**config.mk**
```make
export PLATFORM = sky130hd
export DESIGN_NAME = riscv_ifu_align
export DESIGN_NICKNAME = d
export VERILOG_FILES = /design/src/rtl/riscv_ifu_align.sv
export SDC_FILE = /design/constraint.sdc
export NUM_CORES = 1
export LEC_CHECK = 0
export CORE_UTILIZATION = 53
export CTS_CLUSTER_SIZE = 24
export DETAILED_ROUTE_END_ITERATION = 10
export HOLD_SLACK_MARGIN = 0.15
export PLACE_DENSITY = 0.77
export SYNTH_ARGS = -nofsm -noshare
export SYNTH_HDL_FRONTEND = slang
export SYNTH_SLANG_ARGS = --single-unit
```
**constraint.sdc**
```tcl
create_clock -name clock -period 5.72 [get_ports clock]
set_clock_uncertainty 0.1 [all_clocks]
set_input_delay 0.572 -clock clock [delete_from_list [all_inputs] [get_ports clock]]
set_output_delay 0.572 -clock clock [all_outputs]
set_load 0.05 [all_outputs]
```
**src/rtl/riscv_ifu_align.sv**
```systemverilog
// riscv_ifu_align: turns 32-bit fetch words into aligned 16/32-bit RISC-V instructions.
//   clock, reset         : sole clock, asynchronous active-high reset
//   req_vld/addr/ack     : word-aligned fetch request channel
//   rsp_vld/addr/data/ack: fetch response channel (rsp_addr informational only)
//   redirect_vld/addr    : flush buffer and refetch from a new PC
//   ifu_vld/rdy/addr/data/compressed: aligned instruction output
module riscv_ifu_align #(
   parameter logic [31:0] RESET_PC        = 32'h0000_0200,
   parameter int          DEPTH_HW        = 8,
   parameter int          MAX_OUTSTANDING = 2
) (
   input  logic        clock,
   input  logic        reset,
   output logic        req_vld,
   output logic [31:0] req_addr,
   input  logic        req_ack,
   input  logic        rsp_vld,
   input  logic [31:0] rsp_addr,
   input  logic [31:0] rsp_data,
   output logic        rsp_ack,
   input  logic        redirect_vld,
   input  logic [31:0] redirect_addr,
   output logic        ifu_vld,
   input  logic        ifu_rdy,
   output logic [31:0] ifu_addr,
   output logic [31:0] ifu_data,
   output logic        ifu_compressed
);
   localparam int AW = $clog2(DEPTH_HW);
   localparam logic [AW:0] ONE = 1;
   localparam logic [AW:0] TWO = 2;
   logic [15:0] hw_data [DEPTH_HW];
   logic [31:0] hw_addr [DEPTH_HW];
   logic [AW-1:0] rd_ptr, wr_ptr, rd_nxt, wr_nxt;
   logic [AW:0] count, n_push, n_pop;
   logic [2:0] outstanding, stale, out_next;
   logic [31:0] fetch_pc, rsp_pc;
   logic skip_first, req_hs, rsp_take, rsp_drop, push, pop, head_comp;
   logic [15:0] head, head1;
   logic unused;
   assign unused = ^{rsp_addr, redirect_addr[0]};
   assign rd_nxt = rd_ptr + AW'(1);
   assign wr_nxt = wr_ptr + AW'(1);
   // every in-flight request reserves two halfwords, so pushes never overflow
   assign req_vld = !reset && !redirect_vld && (int'(outstanding) < MAX_OUTSTANDING) &&
                    (int'(count) + 2 * int'(outstanding) + 2 <= DEPTH_HW);
   assign req_addr = {fetch_pc[31:2], 2'b00};
   assign req_hs = req_vld && req_ack;
   assign rsp_ack = rsp_vld;
   assign rsp_take = rsp_vld && (outstanding != 3'd0);
   // a response landing in the redirect cycle belongs to the old stream
   assign rsp_drop = rsp_take && (stale != 3'd0 || redirect_vld);
   assign push = rsp_take && !rsp_drop;
   assign out_next = outstanding + {2'b00, req_hs} - {2'b00, rsp_take};
   assign head = hw_data[rd_ptr];
   assign head1 = hw_data[rd_nxt];
   assign head_comp = head[1:0] != 2'b11;
   assign ifu_vld = !redirect_vld && (count != '0) && (head_comp || count[AW:1] != '0);
   assign ifu_compressed = ifu_vld && head_comp;
   assign ifu_addr = ifu_vld ? hw_addr[rd_ptr] : '0;
   assign ifu_data = !ifu_vld ? '0 : head_comp ? {16'h0000, head} : {head1, head};
   assign pop = ifu_vld && ifu_rdy;
   assign n_pop = !pop ? '0 : head_comp ? ONE : TWO;
   assign n_push = !push ? '0 : skip_first ? ONE : TWO;
   always_ff @(posedge clock or posedge reset)
      if (reset) begin
         fetch_pc    <= RESET_PC;
         rsp_pc      <= RESET_PC;
         count       <= '0;
         rd_ptr      <= '0;
         wr_ptr      <= '0;
         outstanding <= '0;
         stale       <= '0;
         skip_first  <= 1'b0;
      end else if (redirect_vld) begin
         fetch_pc    <= {redirect_addr[31:2], 2'b00};
         rsp_pc      <= {redirect_addr[31:2], 2'b00};
         skip_first  <= redirect_addr[1];
         stale       <= out_next;
         outstanding <= out_next;
         count       <= '0;
         rd_ptr      <= wr_ptr;
      end else begin
         if (req_hs) fetch_pc <= fetch_pc + 32'd4;
         if (push) begin
            rsp_pc     <= rsp_pc + 32'd4;
            skip_first <= 1'b0;
         end
         if (rsp_drop) stale <= stale - 3'd1;
         outstanding <= out_next;
         count       <= count + n_push - n_pop;
         rd_ptr      <= rd_ptr + n_pop[AW-1:0];
         wr_ptr      <= wr_ptr + n_push[AW-1:0];
      end
   // storage needs no reset: count gates every read
   always_ff @(posedge clock)
      if (push) begin
         hw_data[wr_ptr] <= skip_first ? rsp_data[31:16] : rsp_data[15:0];
         hw_addr[wr_ptr] <= skip_first ? rsp_pc + 32'd2 : rsp_pc;
         if (!skip_first) begin
            hw_data[wr_nxt] <= rsp_data[31:16];
            hw_addr[wr_nxt] <= rsp_pc + 32'd2;
         end
      end
endmodule

```
Fig. 1: cell sizes after repair
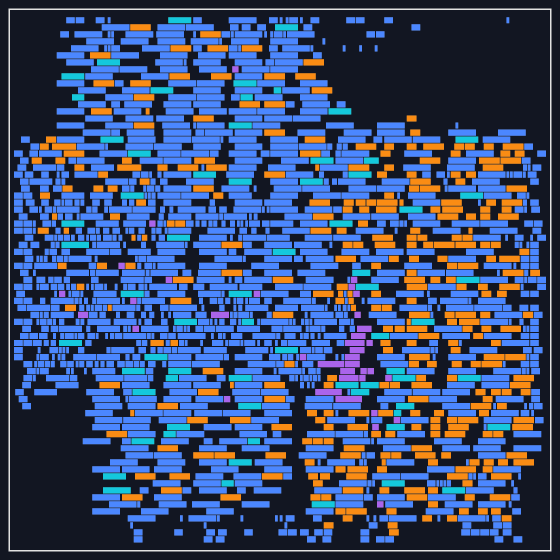
- cyan: drive 6 and up (cells 67; share 4.2%; most used clkbuf_16)
- blue: drive 1 or less (cells 1165; share 73%; most used edfxtp_1)
- orange: drive 2 (cells 320; share 20%; most used mux2_2)
- purple: drive 3 to 4 (cells 36; share 2.3%; most used buf_4)
design area: 25700 µm²
area growth from synthesis to layout: 13.0%
Non-clock buffers: 194
final worst slack: 0.788 ns

Fig. 2: the metal 3 layer
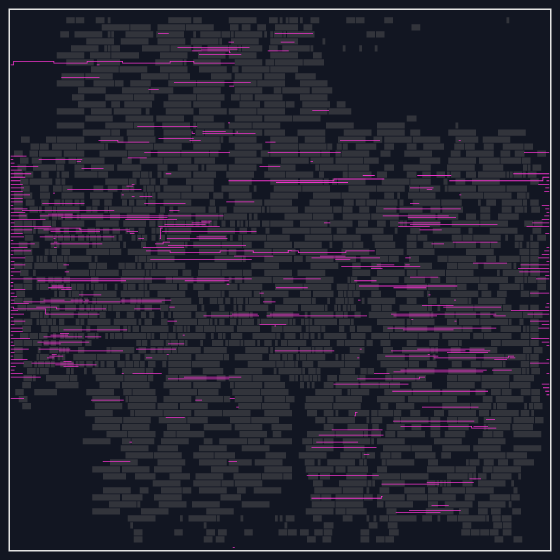
- wire length on this layer: 3680 µm
- share of all routed wire: 7.0%
- nets with wire on the layer: 225
- longest straight run: 93.2 µm

Fig. 3: selected gate families
Scale bar: 50 µm.
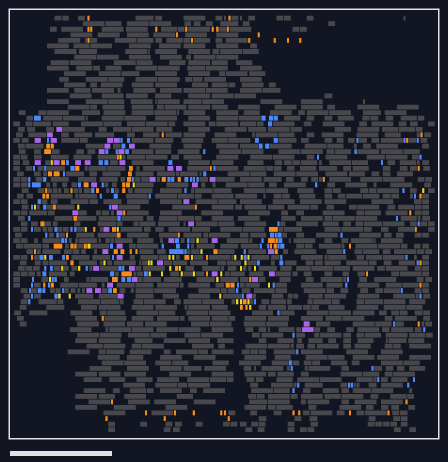
- purple: XOR/XNOR gates (cells 47; most used xor2_1)
- orange: NOR gates (cells 112; most used nor2_1; where spread over the die)
- yellow: inverters (cells 43; most used inv_1)
- blue: NAND gates (cells 150; most used nand2_1)
logic share of the area: 31.9%
Post-Layout Cell Count: 2128
most frequent logic cell in the layout: edfxtp_1

Fig. 4: track usage over the die
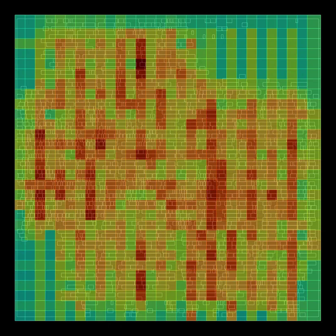
met3 Use GR: 3.71%
GR Util All Layers: 24.2%

==> Slide: Implementation Results <==
Physical Implementation Snapshot

Outcome
  – Status: complete, no violations

Flow run
  – Tool warnings: 62

Timing
  – Worst slew margin: 15.2%
  – Period utilization: 86.2%
  – Fmax: 203 MHz
  – Final setup viols: 0

Pwr
  – Comb power frac: 40.1%
  – Max rail drop VDD: 316 µV
  – Power per cell area: 460 nW/µm²
  – Sequential power share: 34.7%
  – Clock share of power: 25.1%

GRT
  – Pin count of the biggest net entering global routing: 122

Critical path
  – CP Max Fanout: 45
  – Reg2reg path depth: 16
  – Worst Setup EP: ifu_data[28]
  – Slowest-stage cell, CP: xor2_2

Yosys
  – Syn avg cell area: 13.9 µm²
  – Synthesized area: 22800 µm²
  – Yosys stat chip area: 22800 µm²
  – Yosys top cell by instances: edfxtp_1
  – Mapped Cells: 1637
  – Ys flops: 453
  – Synth cell count leaders: edfxtp_1, clkbuf_1, mux2_2, mux4_2, nand2_1

Drt
  – DRT iter0 DRCs: 1077
  – Via Count: 13137

Clocking
  – CTS resizes: 0
  – Clock tree from TritonCTS: yes

Floorplanning
  – Row count: 75
  – Core ar.: 42100 µm²
  – Floorplan core density: 54.1%

Worst hold path
  – Worst hold path stage count: 2
  – Hold Crit Start: redirect_vld
  – WHS Endpoint: count[1]$_DFF_PP0_

Layout
  – Share of layout cells above drive strength 1: 26.6%
  – Most frequent cells in the layout: edfxtp_1, clkdlybuf4s50_1, mux2_2, mux4_2, nand2_1
stage by stage:
step	worst slack, ns	total power [µW]	utilization [%]	instances
6_report	0.788	11800	61.1	2128
5_1_grt	0.413	12300	61.1	2128
4_1_cts	0.578	11900	61.1	2127
3_5_place_dp	1.23	8920	57.5	2040
3_3_place_gp	1.25	8850	57.5	2040
2_1_floorplan	0.156	7620	-	1639
power groups by stage:
stage	Combinational [µW]	Sequential [µW]	Clock, µW
after floorplan	3500	4120	0
after global placement	4690	4150	0
after detailed placement	4750	4170	0
after CTS	4790	4110	3010
after global routing	5070	4140	3120
final	4750	4110	2980
area by class of cell:
class	instances	area (µm²)	area share, %
flip-flops and latches	453	13200	51.4
multi-input cells	811	8220	31.9
repair buffers	194	1950	7.58
clock buffers	65	1340	5.18
well taps	539	674	2.62
clock inverters	22	171	0.666
inverters	43	163	0.632
diodes	1	2.50	0.00972
cell families after synthesis:
| logic type | Yosys count | synth area share [%] |
|---|---|---|
| DFF | 453 | 58.0 |
| buffers and inverters | 375 | 6.39 |
| muxes | 338 | 22.7 |
| and+or+nand+nor | 292 | 6.44 |
| AOI/OAI and AO/OA | 104 | 2.98 |
| xor gates and xnor gates | 47 | 1.81 |
| adders and majority gates | 27 | 1.68 |
| other | 1 | 0.0165 |
state kept, by name, summed over array words and instances (netlist names):
signal	cells
hw_addr	248
hw_data	128
fetch_pc	30
rsp_pc	30
count	4
outstanding	3
rd_ptr	3
stale	3
wr_ptr	3
skip_first	1
per-layer routing:
metal / routed length (µm) / GRT usage, % / vias to the layer above
met1: 21800 / 33.6 / 6792
met2: 25800 / 40.4 / 514
li1: - / - / 5758
met3: 3680 / 3.71 / 71
met5: 13 / 0 / -
met4: 880 / 6.26 / 2
No activity file was given, so power comes from the tool's default toggle rates.
